<file path="src/rtl/alu_result_skid.sv">
// alu_result_skid: two-entry skid buffer registering ALU/shifter results with N/Z/C/V status toward write-back
module alu_result_skid #(
    parameter int         WIDTH = 32,
    parameter logic [4:0] ROT_L = 5'h1A,
    parameter logic [4:0] ROT_R = 5'h1B
) (
    input  logic             clk,
    input  logic             reset,
    input  logic             flush,
    input  logic             in_valid,
    output logic             in_ready,
    input  logic [4:0]       in_FS,
    input  logic [WIDTH-1:0] in_Y_hi,
    input  logic [WIDTH-1:0] in_Y_lo,
    input  logic             in_C,
    input  logic             in_V,
    output logic             out_valid,
    input  logic             out_ready,
    output logic [4:0]       out_FS,
    output logic [WIDTH-1:0] out_Y_hi,
    output logic [WIDTH-1:0] out_Y_lo,
    output logic             out_C,
    output logic             out_V,
    output logic             out_N,
    output logic             out_Z
);
    typedef enum logic [1:0] {EMPTY = 2'd0, ONE = 2'd1, FULL = 2'd2} state_t;
    typedef struct packed {
        logic [4:0]       fs;
        logic [WIDTH-1:0] hi;
        logic [WIDTH-1:0] lo;
        logic             c;
        logic             v;
        logic             n;
        logic             z;
    } entry_t;

    state_t state;
    entry_t head, tail, cap;
    logic   en, push, pop, rot;

    // rotates carry no meaningful C/V from the shifter, so they are cleared at capture
    assign rot       = (in_FS == ROT_L) || (in_FS == ROT_R);
    assign cap       = {in_FS, in_Y_hi, in_Y_lo, in_C & ~rot, in_V & ~rot, in_Y_lo[WIDTH-1], in_Y_lo == '0};
    assign in_ready  = en & (state != FULL) & ~flush;
    assign out_valid = (state != EMPTY);
    assign push      = in_valid & in_ready;
    assign pop       = out_valid & out_ready;
    assign {out_FS, out_Y_hi, out_Y_lo, out_C, out_V, out_N, out_Z} = head;

    always_ff @(posedge clk or negedge reset) begin
        if (!reset) begin
            state <= EMPTY;
            head  <= '0;
            tail  <= '0;
            en    <= 1'b0;
        end else begin
            en <= 1'b1;
            if (flush) begin
                state <= EMPTY;
            end else begin
                case (state)
                    EMPTY: if (push) begin
                        head  <= cap;
                        state <= ONE;
                    end
                    ONE: if (push && pop) begin
                        head <= cap;
                    end else if (push) begin
                        tail  <= cap;
                        state <= FULL;
                    end else if (pop) begin
                        state <= EMPTY;
                    end
                    FULL: if (pop) begin
                        head  <= tail;
                        state <= ONE;
                    end
                    default: state <= EMPTY;
                endcase
            end
        end
    end
endmodule

</file>
<file path="config.mk">
export PLATFORM = sky130hd
export DESIGN_NAME = alu_result_skid
export DESIGN_NICKNAME = d
export VERILOG_FILES = /design/src/rtl/alu_result_skid.sv
export SDC_FILE = /design/constraint.sdc
export NUM_CORES = 1
export LEC_CHECK = 0
export ABC_AREA = 1
export CORE_MARGIN = 10
export CORE_UTILIZATION = 23
export CTS_CLUSTER_DIAMETER = 60
export DETAILED_ROUTE_END_ITERATION = 8
export DONT_BUFFER_PORTS = 1
export GPL_TIMING_DRIVEN = 0
export HOLD_SLACK_MARGIN = 0.08
export PLACE_DENSITY = 0.39
export REMOVE_ABC_BUFFERS = 1
export SLEW_MARGIN = 10
export SYNTH_ARGS = -nofsm -noshare
export SYNTH_HDL_FRONTEND = slang
export SYNTH_SLANG_ARGS = --single-unit
</file>
<file path="constraint.sdc">
create_clock -name clk -period 1.67 [get_ports clk]
set_input_delay 0.334 -clock clk [delete_from_list [all_inputs] [get_ports clk]]
set_output_delay 0.334 -clock clk [all_outputs]
set_load 0.02 [all_outputs]
</file>
==> flow_summary.yaml, run 1 <==
# flow metrics
run_status:
  status: "complete, but fails checks"
  violations: "negative hold slack, negative setup slack"
cells_and_area:
  top_register: "tail"
  diodes: 0
  layout.cells.non_filler: 1325
  drive_gt1_share_pct: 21.36
yosys:
  yosys.area.top_type_share_pct: 54.84
  top_cells_by_area: "dfrtp_1, nand2_1, o21ai_0"
  synth_seq_share_pct: 54.84
  ys_cells: 831
  ys_async_sr_fraction_pct: 100.0
  ys_types: 22
sta:
  hold_violations: 147
  skew_ns: 0.01263
  whs_ns: -0.4087
  setup_viol: 1
  layout_min_cycle_time_ns: 1.672
  setup_ws_ns: -0.002406
setup_path:
  crit_fanout: 4
  arrival_ns: 1.34
  r2r_setup_slack_ns: 0.01
  cp_cell_sequence: "inv_8, nand2_8, inv_12, nor3_4"
placed_design:
  globalplace.congestion: 0.6769
  portBuffers: 0
clock_network:
  cts.sinks: 147
  clock_latency_ns: 0.43
  cts_tree: "built"
  cts_setup_buffers: 25
floorplanning:
  pin_count: 151
pwr:
  peakVddDrop_mv: 0.7074
global_route:
  grt_max_degree: 148
worst_hold_path:
  hold_class: "in -> async"
run 1: per-layer routing:
layer / share of wire (%) / wire length, µm / up-vias / global-route usage [%]
met4: 0.92 / 237 / 0 / 3.180
li1: - / - / 2774 / -
met2: 48 / 12410 / 121 / 22.37
met5: 0 / 0 / - / 0
met1: 45 / 11500 / 2717 / 17.52
met3: 6.1 / 1562 / 14 / 4.060
run 1: layout make-up:
type,count,area [µm²]
fillers,3007,19340
flip-flops and latches,147,3681
multi-input cells,568,2882
repair buffers,116,1390
well taps,384,480.5
clock buffers,19,432.9
inverters,77,327.8
clock inverters,13,150.1
repair inverters,1,16.27
run 1: power by group:
group	switching [mW]	internal (mW)
Clock	1.71	2.23
Combinational	1.15	0.985
Sequential	1.50	4.77
Total	4.36	7.99
run 1: cell usage in the layout, fill, tap and decap left out, types with 2 or more instances in the layout:
cell type	netlist	routed
nand2_1	339	304
dfrtp_1	147	145
inv_1	74	73
dlygate4sd3_1	0	72
o21ai_0	70	70
a21oi_2	39	39
nor2_1	64	34
o21ai_1	34	32
nor2_2	0	30
nand2_2	2	25
clkbuf_16	0	21
buf_4	8	20
nand2_4	1	12
buf_16	0	9
nand2_8	0	7
buf_6	6	5
buf_12	0	5
clkinvlp_4	0	4
inv_6	0	4
a21oi_1	5	3
inv_8	0	2
inv_12	0	2
a21oi_4	0	2
nand3_1	2	2
o21ai_2	0	2
clkbuf_1	25	2
bufinv_16	0	2
dfrtp_2	0	2
run 1: how the worst max path moves through the flow:
stage,from,end,cells past startpoint
after floorplan,state[0],tail[0],7
after global placement,state[0],out_Y_lo[24],8
after detailed placement,state[0],out_Y_lo[15],10
after CTS,state[1],in_ready,3
after global routing,state[0],in_ready,4
final,state[0],in_ready,4
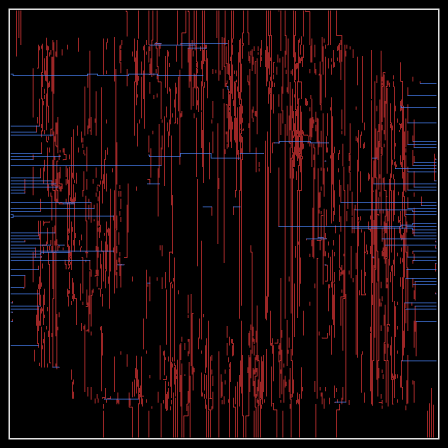
Run 1: signal wires by layer
Only two layers are drawn.
red -> metal 2  # wire length 12400 µm
blue -> metal 3  # wire length 1560 µm
vias: 5626
Routed wire per std cell: 19.40 µm
gr usage total: 13.74%
final wirelength: 25710 µm

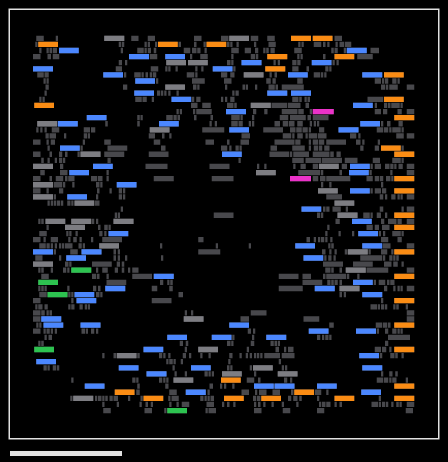
Run 1: sequential cells grouped by signal name
The bar under the picture is 50 µm long. Other sequential cells in the stronger gray, the rest of the logic in the fainter gray.
green -> `out_FS`  # placed flops 5
orange -> `out_Y_hi`  # placed flops 32
magenta -> `state`  # placed flops 2
blue -> `tail`  # placed flops 72, where all over the die
Reg area: 3681 µm²
sequential power: 6.27 mW

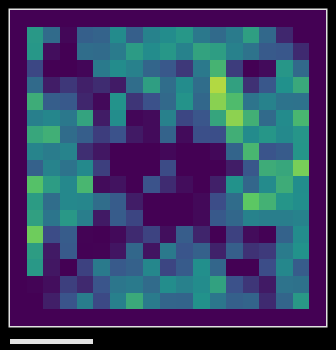
Run 1: cell density map
The bar under the picture is 50 µm long. 19 x 19 tiles, from dark purple (low) to yellow (high), 0 to 100% covered.
emptiest ninth of the die = center
tiles over 75% full = 1.4%
densest ninth of the die = middle right
mean over tiles = 24%
fullest tile = 88%
nearly empty tiles = 31%
fin util: 32.61%
core area: 28700 µm²

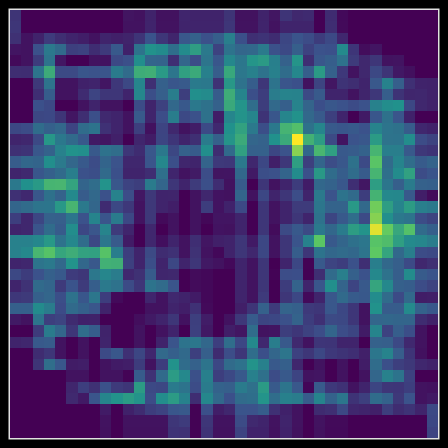
Run 1: signal metal coverage by tile
38 x 38 tiles, from dark purple (low) to yellow (high), scaled to the fullest tile. Values are wire area over tile area, all layers added.
tiles over half the peak = 6.3%
nearly empty tiles = 14%
fullest tile = 0.52
densest ninth of the die = middle right

Run 1, clock routing:
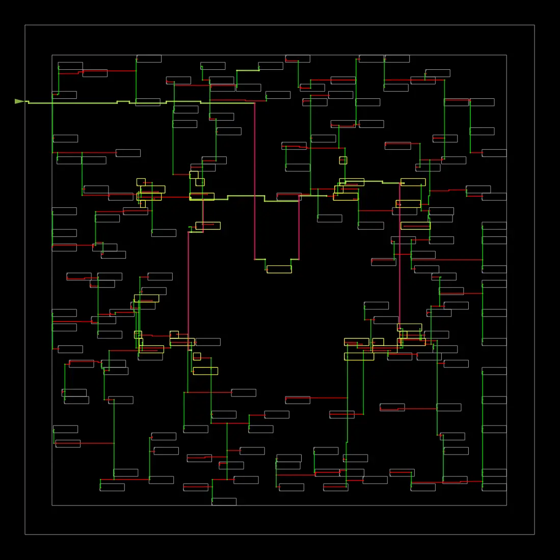

==> run 1 -> run 2 <==
--- a/config.mk
+++ b/config.mk
@@ -6,8 +6,9 @@
 export NUM_CORES = 1
 export LEC_CHECK = 0
 export ABC_AREA = 1
-export CORE_MARGIN = 10
+export CORE_MARGIN = 4
 export CORE_UTILIZATION = 23
+export CTS_BUF_LIST = sky130_fd_sc_hd__clkbuf_2 sky130_fd_sc_hd__clkbuf_4 sky130_fd_sc_hd__clkbuf_8
 export CTS_CLUSTER_DIAMETER = 60
 export DETAILED_ROUTE_END_ITERATION = 8
 export DONT_BUFFER_PORTS = 1
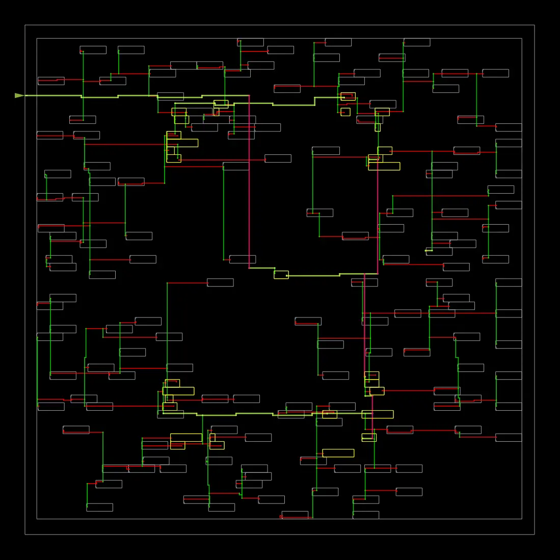
Run 2: clock routing
P_clk: 3.53 mW
skew final: 0.01894 ns
clk_lat worst skew: 0.46 ns
CTS buffer count: 17
Layout clock buffers: 21

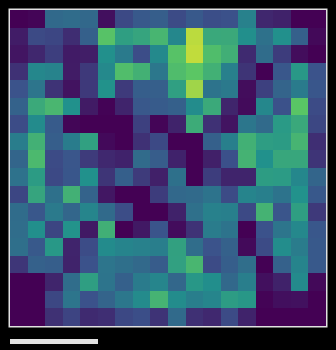
Run 2: cell density map
The bar under the picture is 50 µm long. 18 x 18 tiles, from dark purple (low) to yellow (high), 0 to 100% covered.
nearly empty tiles = 11%
emptiest ninth of the die = center
densest ninth of the die = top center
tiles over 75% full = 0.90%
mean over tiles = 30%
Core Util at FP: 23.37%
fin util: 35.34%

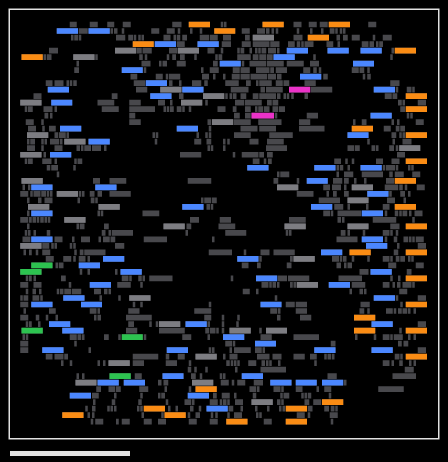
Run 2: sequential cells grouped by signal name
The bar under the picture is 50 µm long. Other sequential cells in the stronger gray, the rest of the logic in the fainter gray.
blue -> `tail`  # placed flops 72, where all over the die
orange -> `out_Y_hi`  # placed flops 32, where all over the die
magenta -> `state`  # placed flops 2
green -> `out_FS`  # placed flops 5, where lower left

==> run 2 against run 1 <==
The run still ends with negative hold slack, negative setup slack left. Setup slack got worse by 0.064 ns. Total power barely moved. Flip-flop count did not move. Maximum frequency fell by 3.7%. Largest cell class unchanged. Largest power group unchanged.
==> flow_summary.yaml, run 2 <==
# flow metrics
drt:
  routedWlPerCell_um: 20.01
  wl_met2_um: 12840
  wl_met1_um: 12480
  top_layer_used: "met4"
pwr:
  power_leader: "registers"
  comb_power_share_pct: 20.6
  comb_cell_power_mw: 2.54
  swShare_pct: 35.23
  p_int_mw: 7.999
  peakVddDrop_mv: 0.4438
  pg_seq_mw: 6.27
global_route:
  grtUsageMet3_pct: 3.522
  gr-max-usage-layer: "met2"
  use_met2_pct: 23.93
yosys:
  ys_types: 22
  ys_async_sr_fraction_pct: 100.0
  synth_seq_share_pct: 54.84
  ys_cells: 831
  top_cells_by_area: "dfrtp_1, nand2_1, o21ai_0"
sta:
  setup_viol: 78
  hold_violations: 147
  setup_ws_ns: -0.06609
  whs_ns: -0.4266
  layout_min_cycle_time_ns: 1.736
cells_and_area:
  top_register: "tail"
  comb_cells: 570
  sh_seq_area_pct: 36.27
  inverters: 81
  fillers: 3004
  comb_area_share_pct: 33.13
  n_all_buffers: 127
  ff_latch_area_um2: 3680
  logic_area_um2: 3361
  layout_top_cell: "nand2_1"
  drive_gt1_share_pct: 31.28
  diodes: 0
  ff_count: 147
setup_path:
  arrival_ns: 2.13
run_status:
  violations: "negative hold slack, negative setup slack"
  status: "complete, but fails checks"
clock_network:
  cts.sinks: 147
  cts_tree: "built"
floorplanning:
  core_um2: 28700
  pin_count: 151
run 2: cells by family (layout without fill, tap and decap cells):
| kind of cell | count (synthesis) | after routing | synth area share, % |
|---|---|---|---|
| other | 1 | 1 | 0.05591 |
| and+or+nand+nor | 413 | 421 | 23.82 |
| DFF | 147 | 147 | 54.84 |
| buffers and inverters | 122 | 239 | 8.058 |
| AOI/OAI and AO/OA | 148 | 148 | 13.23 |
run 2: per-stage QoR:
stage	setup WS, ns	cell area (µm²)	util, %	std cells	power (mW)
2_1_floorplan	-1.385	6456	-	786	7.440
6_report	-0.06609	10140	35.34	1340	12.35
3_3_place_gp	-3.104	6937	24.17	1170	7.908
3_5_place_dp	-1.458	7053	24.57	1174	7.971
5_1_grt	-0.1320	10140	35.34	1340	13.13
4_1_cts	-0.1536	8798	30.65	1308	11.97
run 2: timing repair:
item	CTS	global route
pin swaps	7	37
endpoints found under the hold margin	252	147
cloned	14	22
setup endpoints to repair	147	137
gates resized	31	229
buffers inserted	16	10
run 2: final timing paths:
check,startpoint,endpoint,slack (ns),cells past startpoint
worst max-delay path,state[0],out_Y_hi[12],-0.07,10
worst min-delay path,reset,out_Y_hi[14],-0.43,0
worst max register to register,state[0],out_Y_hi[12],-0.07,10
worst min register to register,tail[15],tail[15],0.49,2
max in group asynchronous,reset,state[1],1.90,0
min in group clk,in_Y_hi[20],out_Y_hi[20],0.15,4
run 2: worst max-delay path, cell delays in order, from the launching register on:
cell and delay (ns):
dfrtp_1 0.43, inv_4 0.12, buf_12 0.12, nand2_8 0.07, a21oi_4 0.22, nand2_8 0.09, buf_16 0.17, clkinv_16 0.09
clkbuf_16 0.20, nand2_4 0.05, nand2_2 0.07
No activity file was given, so power comes from the tool's default toggle rates.
